### src/rtl/hazard_scoreboard.sv
// ID-stage scoreboard for long-latency results (loads, mul/div).
// Stalls ID on RAW/WAW against pending destinations and counts stall cycles.
module hazard_scoreboard #(
  parameter int unsigned NREG  = 32,
  parameter int unsigned CNT_W = 32
) (
  input  logic             clk,
  input  logic             resetn,
  input  logic             ID_Valid,
  input  logic [4:0]       ID_Rs1,
  input  logic [4:0]       ID_Rs2,
  input  logic             ID_UsesRs1,
  input  logic             ID_UsesRs2,
  input  logic [4:0]       ID_Rd,
  input  logic             ID_RegWrite,
  input  logic             ID_LongOp,
  input  logic             LongDone,
  input  logic [4:0]       LongDoneRd,
  input  logic             EX_Flush,
  output logic             Stall,
  output logic             Issue,
  output logic [NREG-1:0]  Pending,
  output logic [CNT_W-1:0] StallCount
);

  logic [NREG-1:0]  pending_q, pending_d;
  logic [NREG-1:0]  done_mask, eff;
  logic             last_valid_q, last_valid_d;
  logic [4:0]       last_rd_q, last_rd_d;
  logic [CNT_W-1:0] count_q, count_d;
  logic             raw, waw, set_en;

  // A completing result is forwarded from WB, so it no longer blocks a consumer.
  always_comb begin
    done_mask = '0;
    if (LongDone) done_mask[LongDoneRd] = 1'b1;
    eff    = pending_q & ~done_mask;
    eff[0] = 1'b0;
    raw    = (ID_UsesRs1 & eff[ID_Rs1]) | (ID_UsesRs2 & eff[ID_Rs2]);
    waw    = ID_RegWrite & eff[ID_Rd];
    Stall  = ID_Valid & ~EX_Flush & (raw | waw);
    Issue  = ID_Valid & ~Stall & ~EX_Flush;
    set_en = Issue & ID_RegWrite & ID_LongOp & (ID_Rd != 5'd0);
  end

  // Later assignments win: set overrides both completion and flush clears.
  always_comb begin
    pending_d = pending_q;
    if (LongDone && LongDoneRd != 5'd0) pending_d[LongDoneRd] = 1'b0;
    if (EX_Flush && last_valid_q) pending_d[last_rd_q] = 1'b0;
    if (set_en) pending_d[ID_Rd] = 1'b1;

    last_valid_d = set_en;
    last_rd_d    = set_en ? ID_Rd : last_rd_q;

    count_d = count_q;
    if (Stall && count_q != '1) count_d = count_q + CNT_W'(1);
  end

  always_ff @(posedge clk or negedge resetn) begin
    if (!resetn) begin
      pending_q    <= '0;
      last_valid_q <= 1'b0;
      last_rd_q    <= 5'd0;
      count_q      <= '0;
    end else begin
      pending_q    <= pending_d;
      last_valid_q <= last_valid_d;
      last_rd_q    <= last_rd_d;
      count_q      <= count_d;
    end
  end

  assign Pending    = pending_q;
  assign StallCount = count_q;

endmodule

### config.mk
export PLATFORM = sky130hd
export DESIGN_NAME = hazard_scoreboard
export DESIGN_NICKNAME = d
export VERILOG_FILES = /design/src/rtl/hazard_scoreboard.sv
export SDC_FILE = /design/constraint.sdc
export NUM_CORES = 1
export LEC_CHECK = 0
export ABC_AREA = 1
export CAP_MARGIN = 20
export CORE_MARGIN = 4
export CORE_UTILIZATION = 40
export DETAILED_ROUTE_END_ITERATION = 8
export GPL_ROUTABILITY_DRIVEN = 0
export MAX_ROUTING_LAYER = met4
export PLACE_DENSITY_LB_ADDON = 0.15
export SETUP_SLACK_MARGIN = 0.4
export SYNTH_ARGS = -nofsm -noshare
export SYNTH_HDL_FRONTEND = slang
export SYNTH_SLANG_ARGS = --single-unit
export TNS_END_PERCENT = 100
### constraint.sdc
create_clock -name clk -period 7.94 [get_ports clk]
set_clock_uncertainty 0.2 [all_clocks]
set_input_delay 1.588 -clock clk [delete_from_list [all_inputs] [get_ports clk]]
set_output_delay 1.588 -clock clk [all_outputs]
set_load 0.01 [all_outputs]
**Run 1: signal wires by layer**

The bar under the picture is 50 um long. Two of the layers only.
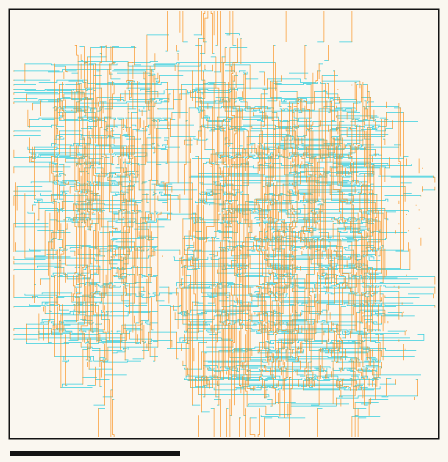
orange -> met2  # wire length 9730 um
cyan -> met1  # wire length 8500 um

**Run 1: clock wiring as the flow saved it**

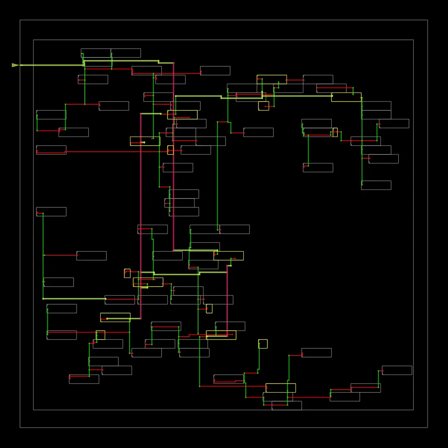
clk latency late pin: 0.35 ns
Clk. pwr: 0.000375 W
clkbuf count: 10

**Run 1: supply network**

The bar under the picture is 50 um long. Pins as bars on the die edge.
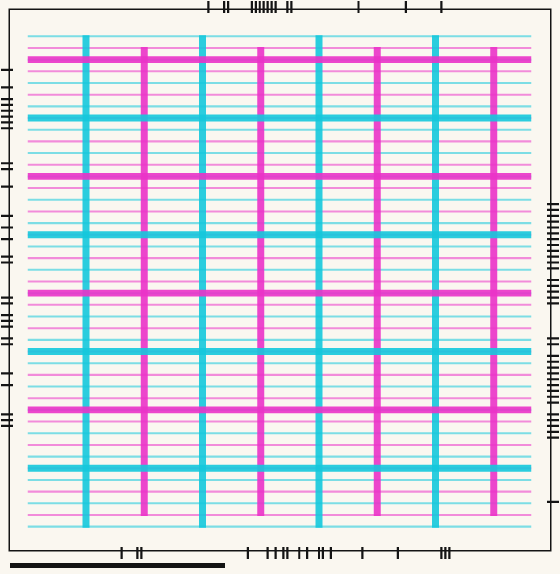
magenta -> VDD
cyan -> VSS
met1 rails = 43
rows = 42

**Run 1: M2 wires**

The bar under the picture is 50 um long.
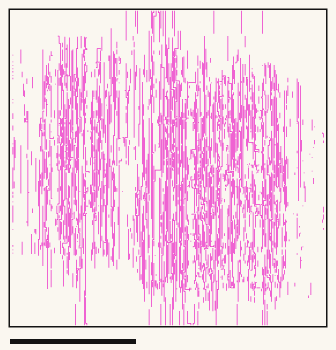
nets with wire on the layer = 752
main direction = vertical
wire length on this layer = 9730 um
share of all routed wire = 46%

==> impl_metrics.xml, run 1 <==
<?xml version="1.0" encoding="UTF-8"?>
<metrics>
  <group name="placement">
    <metric name="post_dp_cell_area" unit="um2">6578</metric>
    <metric name="hpwl" unit="um">15120</metric>
    <metric name="post_placement_setup_slack" unit="ns">1.520</metric>
  </group>
  <group name="power">
    <metric name="max-vdd-ir-drop" unit="V">0.00008994</metric>
    <metric name="leakagePower" unit="nW">3.004</metric>
  </group>
  <group name="final_layout">
    <metric name="layout.cell_area.non_filler" unit="um2">6845</metric>
    <metric name="final_layout_top_logic_cells" unit="">nand2_1 (247), nand3_1 (144), clkdlybuf4s50_1 (93)</metric>
    <metric name="post_route_cells_drive_above_1_share" unit="%">4.516</metric>
    <metric name="area.growth.synth_to_final" unit="%">23.30</metric>
    <metric name="diodes" unit="">0</metric>
    <metric name="design.final.nets" unit="">955</metric>
  </group>
  <group name="die">
    <metric name="io_pins" unit="">95</metric>
    <metric name="chipArea" unit="um2">15830</metric>
    <metric name="floorplan.core_util" unit="%">41.43</metric>
    <metric name="floorplan.die.height" unit="um">125.8</metric>
    <metric name="die_width" unit="um">125.8</metric>
  </group>
  <group name="clocking">
    <metric name="tritoncts_num_sinks" unit="">70</metric>
    <metric name="clk_path_buf_depth" unit="">2</metric>
    <metric name="cts.hold.buffers_added" unit="">0</metric>
    <metric name="tritoncts_clock_tree" unit="">done</metric>
    <metric name="cts.clk_slew.worst_paths" unit="ns">0.06</metric>
  </group>
  <group name="grt">
    <metric name="antenna_found_initial" unit="">0</metric>
    <metric name="pin_count_of_the_biggest_net_entering_global_routing" unit="">71</metric>
    <metric name="first_global_vias" unit="">6264</metric>
    <metric name="track_usage" unit="%">27.39</metric>
    <metric name="global_route.overflow_total" unit="">0</metric>
    <metric name="first_pass_grt_wire_length" unit="um">33770</metric>
  </group>
  <group name="detailed_routing">
    <metric name="postRouteAntennaNets" unit="">0</metric>
    <metric name="drt_first_pass_iters" unit="">6</metric>
    <metric name="routed_wl" unit="um">21210</metric>
    <metric name="avgViaCountPerCell" unit="">5.932</metric>
  </group>
  <group name="synth">
    <metric name="ys_area" unit="um2">5552</metric>
    <metric name="synth_area_per_cell" unit="um2">6.516</metric>
    <metric name="logic_family" unit="">simple AND/OR/NAND/NOR gates</metric>
    <metric name="synth.cellmix.compoundShare" unit="%">6.558</metric>
    <metric name="seq_area_frac_synth" unit="%">31.55</metric>
    <metric name="mappedNetlistArea" unit="um2">5552</metric>
    <metric name="synth.cellmix.adderShare" unit="%">0.2254</metric>
    <metric name="ys_sh_xor" unit="%">4.417</metric>
    <metric name="postSynthNetCount" unit="">882</metric>
    <metric name="yosys_cells" unit="">852</metric>
  </group>
  <group name="worst_setup_path">
    <metric name="ff2ff_setup_slack" unit="ns">4.89</metric>
    <metric name="start_kind" unit="">primary input</metric>
    <metric name="worstSetupPathType" unit="">in -&gt; out</metric>
    <metric name="critical_path_peak_fanout" unit="">30</metric>
    <metric name="critPathCaptureType" unit="">output pin</metric>
  </group>
  <group name="run">
    <metric name="stage_log_warnings" unit="">26</metric>
    <metric name="maxCapViolations" unit="">0</metric>
  </group>
  <group name="run_status">
    <metric name="outcome" unit="">finished, final reports clean</metric>
  </group>
  <group name="timing">
    <metric name="fmaxAchievable" unit="GHz">0.1536</metric>
    <metric name="report.final.setup_viol" unit="">0</metric>
    <metric name="final.period_utilization" unit="%">82.00</metric>
    <metric name="timing.final.ws_setup" unit="ns">1.430</metric>
    <metric name="slew-limit-headroom" unit="%">30.36</metric>
  </group>
</metrics>
run 1: synth_stat cells, drive strengths merged:
cell type | count | area [um2]
nand3b | 1 | 7.510
nor3 | 20 | 100.1
a21o | 4 | 30.03
inv | 66 | 247.7
a21oi | 4 | 20.02
xor2 | 20 | 175.2
o211ai | 28 | 210.2
dfrtp | 70 | 1752
a21boi | 5 | 37.54
o21ai | 8 | 40.04
or3 | 1 | 6.260
or2 | 1 | 6.260
o221ai | 1 | 8.760
and2 | 1 | 6.260
nor4 | 8 | 50.05
xnor2 | 8 | 70.07
nor2 | 84 | 347.8
a22o | 1 | 8.760
buf | 21 | 117.6
ha | 1 | 12.51
nand3 | 147 | 750.7
o311ai | 1 | 8.760
nand4 | 88 | 550.5
nand2 | 247 | 927.1
clkbuf | 16 | 60.06
run 1: worst max-delay path: stages:
cell and delay (ns):
clkdlybuf4s50_1 1.16, nand3_1 0.33, nand2_1 0.13, nand2_1 0.06, nand3_1 0.09, o21ai_0 0.12, nand2_1 0.14, a21oi_1 0.05
nand2_1 0.14, nand2_1 0.08, nor2_2 0.15, nand2_1 0.07, inv_1 0.08, clkdlybuf4s50_1 0.53
run 1: routing by layer:
layer | up-vias | share of wire (%) | track usage, %
met5 | - | 0 | -
met2 | 381 | 46 | 42.39
li1 | 3074 | - | -
met1 | 3021 | 40 | 33.41
met4 | 0 | 4.8 | 14.45
met3 | 85 | 9.2 | 6.266
run 1: power breakdown:
| part | internal [W] | total [W] | leakage [nW] | switching, W |
|---|---|---|---|---|
| Clock | 0.000210 | 0.000375 | 0.128 | 0.000165 |
| Combinational | 0.0000845 | 0.000244 | 1.91 | 0.000159 |
| Sequential | 0.000379 | 0.000416 | 0.964 | 0.0000370 |
run 1: stage by stage:
step / utilization, % / hold slack (ns) / instances
2_1_floorplan: - / 0.2870 / 852
3_3_place_gp: 49.09 / 0.3140 / 1090
3_5_place_dp: 49.09 / 0.3138 / 1090
4_1_cts: 51.08 / 0.3281 / 1106
5_1_grt: 51.08 / 0.3706 / 1106
6_report: 51.08 / 0.3256 / 1106
run 1: cell type report:
cell class                 count  area (um2)
fill                        1403        6555
timing repair buffer          99       975.9
sequential                    70        1752
clock inverter                 6       38.79
clock buffer                  10       229.0
multi-input combinational    679        3382
inverter                      66       247.7
tap                          176       220.2
run 1: flip-flops by register name, indices dropped and copies added, names as in the netlist:
register and count:
Pending 32, StallCount 32, last_rd_q 5, last_valid_q 1
run 1: worst paths after layout:
path	start	end	depth (start not counted)
hold / removal	last_rd_q[1]	last_rd_q[1]	2
hold reg to reg	last_rd_q[1]	last_rd_q[1]	2
min in group asynchronous	resetn	Pending[15]	1
max in group asynchronous	resetn	Pending[21]	1
setup reg to reg	Pending[13]	StallCount[7]	13
setup / recovery	LongDone	Issue	14
run 1: kinds of logic after synthesis:
logic type / Yosys count
buffers and inverters: 103
and+or+nand+nor: 598
DFF: 70
AOI/OAI and AO/OA: 52
adders and majority gates: 1
xor gates and xnor gates: 28
**Run 1: the metal 3 layer**

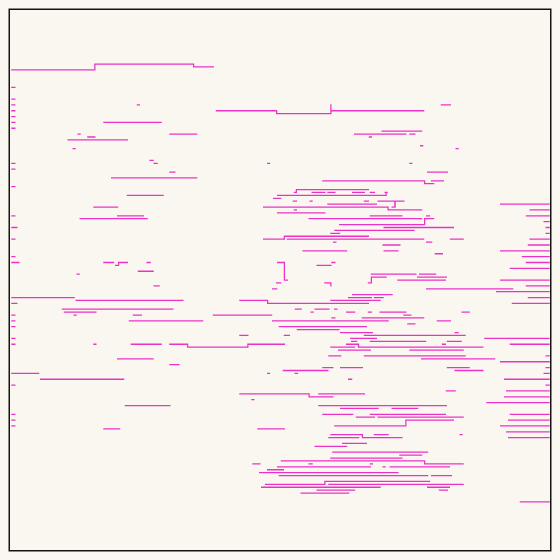

## Run 2: what changed since run 1
Clock period 7.94 ns to 6.3 ns, I/O delays scaled along.
**Run 2: the metal 3 layer**

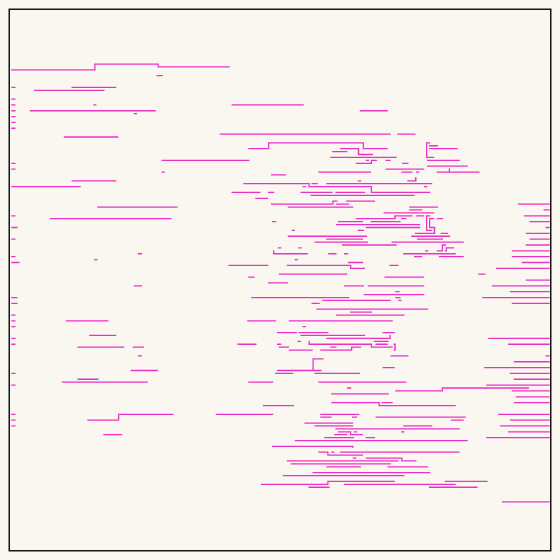
wire length on this layer = 2090 um
longest straight run = 40.0 um
nets with wire on the layer = 168
main direction = horizontal

**Run 2: signal wires by layer**

The bar under the picture is 50 um long. Two of the layers only.
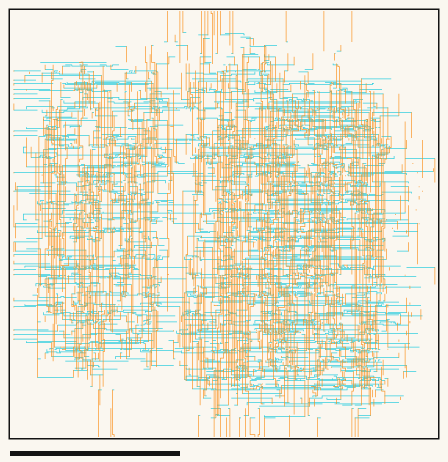
cyan -> met1  # wire length 8500 um
orange -> met2  # wire length 10000 um

==> impl_metrics.xml, run 2 <==
<?xml version="1.0" encoding="UTF-8"?>
<metrics>
  <group name="placement">
    <metric name="hpwl" unit="um">15360</metric>
    <metric name="post-place-cells" unit="">1096</metric>
  </group>
  <group name="detailed_routing">
    <metric name="routed_wl" unit="um">21570</metric>
    <metric name="avgViaCountPerCell" unit="">6.001</metric>
    <metric name="drt_first_pass_iters" unit="">7</metric>
    <metric name="postRouteAntennaNets" unit="">0</metric>
  </group>
  <group name="die">
    <metric name="die_width" unit="um">125.8</metric>
    <metric name="floorplan.die.height" unit="um">125.8</metric>
    <metric name="floorplan.core_util" unit="%">41.43</metric>
    <metric name="chipArea" unit="um2">15830</metric>
  </group>
  <group name="grt">
    <metric name="first_global_vias" unit="">6518</metric>
    <metric name="pin_count_of_the_biggest_net_entering_global_routing" unit="">71</metric>
    <metric name="antenna_found_initial" unit="">0</metric>
    <metric name="first_pass_grt_wire_length" unit="um">34790</metric>
    <metric name="track_usage" unit="%">28.15</metric>
  </group>
  <group name="timing">
    <metric name="slew-limit-headroom" unit="%">36.17</metric>
    <metric name="report.final.setup_viol" unit="">0</metric>
    <metric name="final.period_utilization" unit="%">89.15</metric>
  </group>
  <group name="synth">
    <metric name="ys_area" unit="um2">5552</metric>
    <metric name="number_of_enable_type_register_cells_in_the_synthesized_netlist" unit="">0</metric>
    <metric name="area_leaders" unit="">dfrtp_1 (32%), nand2_1 (17%), nand3_1 (13%)</metric>
    <metric name="yosys_cells" unit="">852</metric>
    <metric name="seq_area_frac_synth" unit="%">31.55</metric>
    <metric name="cell_accounting_for_the_most_synthesized_area" unit="">dfrtp_1</metric>
    <metric name="ff_type" unit="">dfrtp_1</metric>
    <metric name="synth.most_common_cell" unit="">nand2_1</metric>
    <metric name="synth_async_sr_flop_share" unit="%">100.0</metric>
    <metric name="synthDominantCellAreaShare" unit="%">31.55</metric>
  </group>
  <group name="power">
    <metric name="netSwitchingFraction" unit="%">31.17</metric>
    <metric name="max-vdd-ir-drop" unit="V">0.0001243</metric>
    <metric name="comb_power_share" unit="%">21.1</metric>
    <metric name="total_switching_power" unit="W">0.0004590</metric>
    <metric name="seq_power_share" unit="%">35.6</metric>
    <metric name="pwr-share-clk" unit="%">43.2</metric>
  </group>
  <group name="final_layout">
    <metric name="diodes" unit="">0</metric>
    <metric name="final_cell_count_without_fillers" unit="">1112</metric>
    <metric name="final_layout_top_logic_cells" unit="">nand2_1 (247), nand3_1 (144), clkdlybuf4s50_1 (92)</metric>
    <metric name="post_route_cells_drive_above_1_share" unit="%">5.128</metric>
    <metric name="area.growth.synth_to_final" unit="%">25.87</metric>
    <metric name="final_util" unit="%">52.15</metric>
  </group>
  <group name="clocking">
    <metric name="clk_path_buf_depth" unit="">2</metric>
    <metric name="cts.clk_slew.worst_paths" unit="ns">0.06</metric>
  </group>
  <group name="worst_setup_path">
    <metric name="critPathCaptureType" unit="">output pin</metric>
    <metric name="worstSetupPathType" unit="">in -&gt; out</metric>
    <metric name="critical_path_peak_fanout" unit="">10</metric>
    <metric name="start_kind" unit="">primary input</metric>
  </group>
  <group name="run_status">
    <metric name="outcome" unit="">finished, final reports clean</metric>
  </group>
</metrics>
**Run 2: supply network**

The bar under the picture is 50 um long. Pins as bars on the die edge.
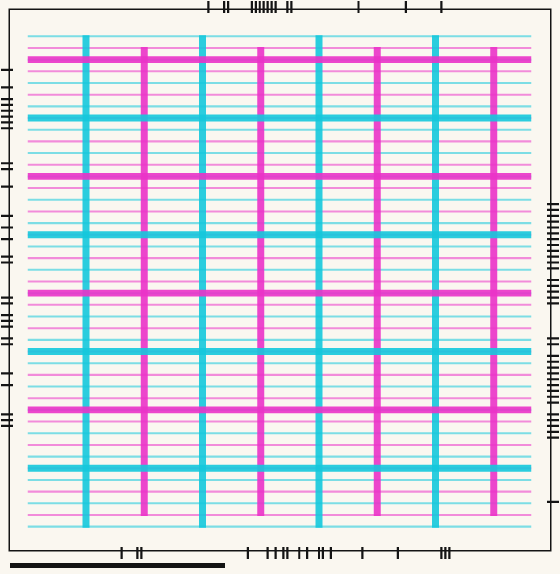
magenta -> VDD
cyan -> VSS
met1 rails = 43
met4 straps = 8
rows = 42

==> run 2: routing by layer <==
metal | share of wire (%) | global-route usage [%] | wire (um)
met1 | 39 | 34.10 | 8497
met2 | 47 | 44.78 | 10040
met3 | 9.7 | 6.605 | 2085
met4 | 4.4 | 12.74 | 945
met5 | 0 | - | 0
==> run 2: cell type report <==
cell class              count  area [um2]
multi-input cells         679        3382
repair buffers            105        1023
clock inverters             6       133.9
well taps                 176       220.2
clock buffers              10       229.0
fillers                  1429        6412
flip-flops and latches     70        1752
inverters                  66       247.7
==> run 2: worst max-delay path, stage by stage <==
cell             delay (ns)
clkdlybuf4s50_1        0.73
inv_2                  0.18
nand2_1                0.12
nor2_2                 0.06
a21boi_0               0.34
nand2_1                0.09
nand3_1                0.09
nand3_1                0.11
nand3_1                0.09
nand2_1                0.07
nand2_1                0.07
nand3_1                0.16
nand3_2                0.14
nand2_1                0.06
inv_1                  0.06
clkdlybuf4s50_1        0.52
==> run 2: power groups by stage <==
stage                     clock (W)  combinational (W)  sequential (W)
after floorplan                   0           0.000169        0.000528
after global placement            0           0.000304        0.000532
after detailed placement          0           0.000306        0.000531
after CTS                  0.000645           0.000307        0.000523
after global routing       0.000668           0.000340        0.000531
final                      0.000637           0.000311        0.000525
==> run 2: final timing paths <==
| path | start | to | slack (ns) | cells past startpoint |
|---|---|---|---|---|
| worst max-delay path | LongDoneRd[2] | Stall | 0.68 | 16 |
| worst min register to register | Pending[0] | Pending[0] | 0.33 | 1 |
| max in group asynchronous | resetn | Pending[24] | 4.41 | 1 |
| worst max register to register | Pending[2] | StallCount[5] | 3.14 | 13 |
| worst min-delay path | Pending[0] | Pending[0] | 0.33 | 1 |
| min in group asynchronous | resetn | Pending[13] | 0.83 | 1 |
==> run 2: repair_timing <==
| item | CTS | global route |
|---|---|---|
| endpoints found under the setup margin | 0 | 2 |
| resized | 0 | 1 |
| hold buffers | 0 | 0 |
==> run 2: metrics by stage <==
step,area [um2],setup WS [ns],hold slack [ns]
detailed placement,6623,0.6930,0.3228
global placement,6623,0.6958,0.3126
finish,6988,0.6837,0.3340
floorplan,5552,2.086,0.2870
CTS,6985,0.6857,0.3388
global route,6988,0.4224,0.3416
==> run 2: cell families (layout without fill, tap and decap cells) <==
group / after synthesis / in the layout / share of synthesized area [%]
simple gates: 598 / 598 / 49.58
buf+inv: 103 / 187 / 7.663
xor+xnor: 28 / 28 / 4.417
fa+ha+maj: 1 / 1 / 0.2253
compound gates: 52 / 52 / 6.559
flops: 70 / 70 / 31.55
**Run 2: M2 wires**

The bar under the picture is 50 um long.
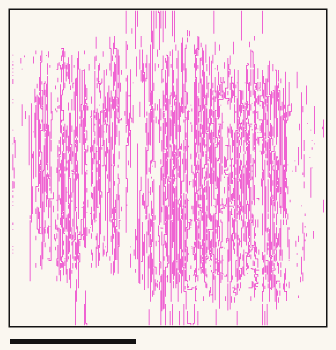

## Run 3: what changed since run 2
Settings changed: HOLD_SLACK_MARGIN set to 0.06, SETUP_SLACK_MARGIN 0.4 to 0.05.
**Run 3: M2 wires**

The bar under the picture is 50 um long.
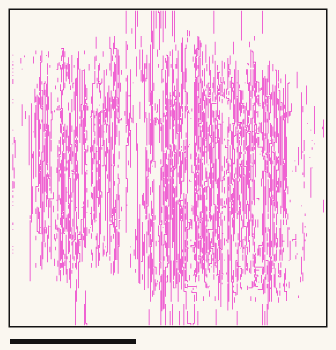
main direction = vertical
longest straight run = 47.3 um

**Run 3: clock wiring as the flow saved it**

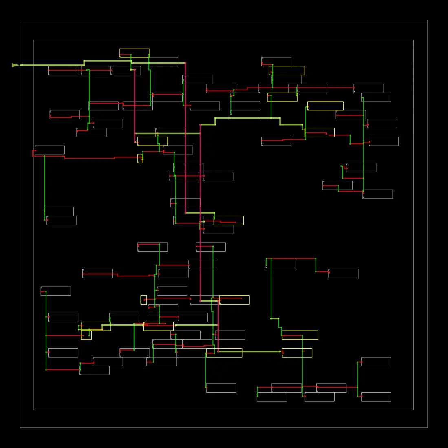
clk sinks: 70
Seq cells: 70

**Run 3: the metal 3 layer**

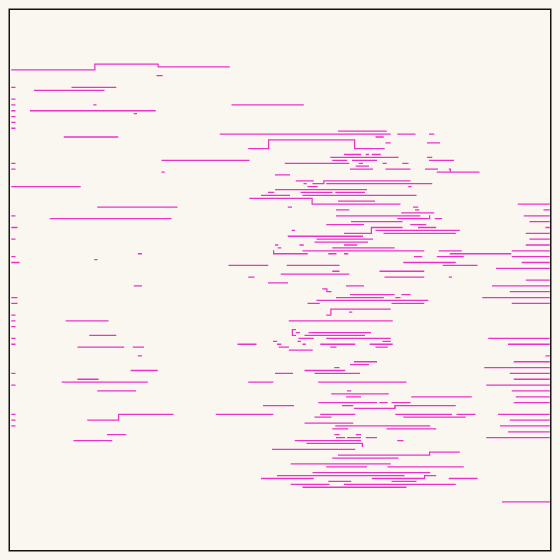
nets with wire on the layer = 169
longest straight run = 39.6 um

==> impl_metrics.xml, run 3 <==
<?xml version="1.0" encoding="UTF-8"?>
<metrics>
  <group name="worst_setup_path">
    <metric name="crit_chain" unit="">clkdlybuf4s50_1 -&gt; nand4_1 -&gt; nand2_1 -&gt; nand2_1 -&gt; o21ai_0 -&gt; o21ai_0 -&gt; nand3_1 -&gt; nor2_1 -&gt; nand2_1 -&gt; nand3_2 -&gt; nand2_1 -&gt; inv_1 -&gt; clkdlybuf4s50_1</metric>
    <metric name="critical_path_peak_fanout" unit="">21</metric>
    <metric name="start_kind" unit="">primary input</metric>
    <metric name="crit_path_end" unit="">Stall</metric>
    <metric name="wp_buf_inv" unit="">3</metric>
    <metric name="cp.depth" unit="">13</metric>
    <metric name="r2r_depth" unit="">13</metric>
    <metric name="worstReg2RegStart" unit="">Pending[2]</metric>
    <metric name="worst_path_largest_cell_delay" unit="ns">0.81</metric>
    <metric name="crit_slowest_cell" unit="">clkdlybuf4s50_1</metric>
    <metric name="worst_setup_path_startpoint" unit="">LongDone</metric>
    <metric name="worstSetupPathType" unit="">in -&gt; out</metric>
    <metric name="crit-reg2reg-capture" unit="">StallCount[5]</metric>
  </group>
  <group name="synth">
    <metric name="area_leaders" unit="">dfrtp_1 (32%), nand2_1 (17%), nand3_1 (13%)</metric>
    <metric name="synth_async_sr_flop_share" unit="%">100.0</metric>
    <metric name="seq_area_frac_synth" unit="%">31.55</metric>
    <metric name="ys_area" unit="um2">5552</metric>
    <metric name="number_of_enable_type_register_cells_in_the_synthesized_netlist" unit="">0</metric>
    <metric name="synth.most_common_cell" unit="">nand2_1</metric>
    <metric name="yosys_cells" unit="">852</metric>
    <metric name="ff_type" unit="">dfrtp_1</metric>
    <metric name="synthDominantCellAreaShare" unit="%">31.55</metric>
  </group>
  <group name="power">
    <metric name="seq_power_share" unit="%">35.6</metric>
    <metric name="pwr-share-clk" unit="%">43.3</metric>
    <metric name="netSwitchingFraction" unit="%">31.23</metric>
    <metric name="max-vdd-ir-drop" unit="V">0.0001248</metric>
    <metric name="total_switching_power" unit="W">0.0004603</metric>
    <metric name="comb_power_share" unit="%">21.1</metric>
  </group>
  <group name="grt">
    <metric name="pin_count_of_the_biggest_net_entering_global_routing" unit="">71</metric>
    <metric name="antenna_found_initial" unit="">0</metric>
    <metric name="first_global_vias" unit="">6518</metric>
    <metric name="first_pass_grt_wire_length" unit="um">34790</metric>
  </group>
  <group name="clocking">
    <metric name="cts.hold.buffers_added" unit="">0</metric>
    <metric name="clk_path_buf_depth" unit="">2</metric>
    <metric name="post_cts_resized" unit="">0</metric>
  </group>
  <group name="die">
    <metric name="floorplan.core_util" unit="%">41.43</metric>
    <metric name="chipArea" unit="um2">15830</metric>
    <metric name="floorplan.die.height" unit="um">125.8</metric>
    <metric name="die_width" unit="um">125.8</metric>
  </group>
  <group name="timing">
    <metric name="report.final.setup_viol" unit="">0</metric>
    <metric name="final.period_utilization" unit="%">90.47</metric>
    <metric name="slew-limit-headroom" unit="%">35.89</metric>
  </group>
  <group name="placement">
    <metric name="post-place-cells" unit="">1096</metric>
    <metric name="post_dp_cell_area" unit="um2">6623</metric>
    <metric name="hpwl" unit="um">15360</metric>
  </group>
  <group name="final_layout">
    <metric name="layout.cell_area.non_filler" unit="um2">6985</metric>
    <metric name="area.growth.synth_to_final" unit="%">25.83</metric>
    <metric name="post_route_cells_drive_above_1_share" unit="%">5.128</metric>
    <metric name="final_layout_top_logic_cells" unit="">nand2_1 (247), nand3_1 (144), clkdlybuf4s50_1 (93)</metric>
  </group>
  <group name="detailed_routing">
    <metric name="drt_first_pass_iters" unit="">6</metric>
    <metric name="avgViaCountPerCell" unit="">5.990</metric>
    <metric name="postRouteAntennaNets" unit="">0</metric>
  </group>
  <group name="run_status">
    <metric name="outcome" unit="">finished, final reports clean</metric>
  </group>
</metrics>
-- run 3: cell counts after synthesis --
No cell type changed its count.
-- run 3: per-stage QoR --
| step | power (W) | util, % | hold WS, ns | setup slack, ns |
|---|---|---|---|---|
| final | 0.001474 | 52.13 | 0.3340 | 0.6002 |
| after global routing | 0.001539 | 52.13 | 0.3416 | 0.3073 |
| after CTS | 0.001475 | 52.13 | 0.3388 | 0.6857 |
| after detailed placement | 0.0008366 | 49.42 | 0.3228 | 0.6930 |
| after global placement | 0.0008361 | 49.42 | 0.3126 | 0.6958 |
| after floorplan | 0.0006970 | - | 0.2870 | 2.086 |
-- run 3: metal layers --
layer / vias up / GRT usage, % / share of wire, %
met5: - / - / 0
met4: 0 / 12.74 / 4.1
met3: 75 / 6.605 / 9.5
met2: 404 / 44.78 / 47
met1: 3098 / 34.10 / 39
li1: 3084 / - / -
-- run 3: cell type report --
cell class / instances / area, um2
fillers: 1430 / 6415
multi-input cells: 679 / 3382
flip-flops and latches: 70 / 1752
repair buffers: 105 / 1021
inverters: 66 / 247.7
clock buffers: 10 / 229.0
well taps: 176 / 220.2
clock inverters: 6 / 133.9
-- run 3: kinds of logic after synthesis --
kind of cell    count (synthesis)  share of synthesized area (%)
compound gates                 52                          6.559
xor+xnor                       28                          4.417
fa+ha+maj                       1                         0.2253
buf+inv                       103                          7.663
flops                          70                          31.55
simple gates                  598                          49.58
-- run 3: worst min-delay path by stage --
stage,slack [ns],cells after the start,endpoint,from
after floorplan,0.29,2,last_rd_q[1],last_rd_q[1]
after global placement,0.31,2,StallCount[28],StallCount[28]
after detailed placement,0.32,2,StallCount[31],StallCount[31]
after CTS,0.34,1,Pending[0],Pending[0]
after global routing,0.34,1,Pending[0],Pending[0]
final,0.33,1,Pending[0],Pending[0]
-- run 3: power groups by stage --
stage	clock [W]	combinational [W]	sequential [W]
6_report	0.000638	0.000311	0.000525
5_1_grt	0.000668	0.000340	0.000531
4_1_cts	0.000645	0.000307	0.000523
3_5_place_dp	0	0.000306	0.000531
3_3_place_gp	0	0.000304	0.000532
2_1_floorplan	0	0.000169	0.000528
No activity file was given, so power comes from the tool's default toggle rates.
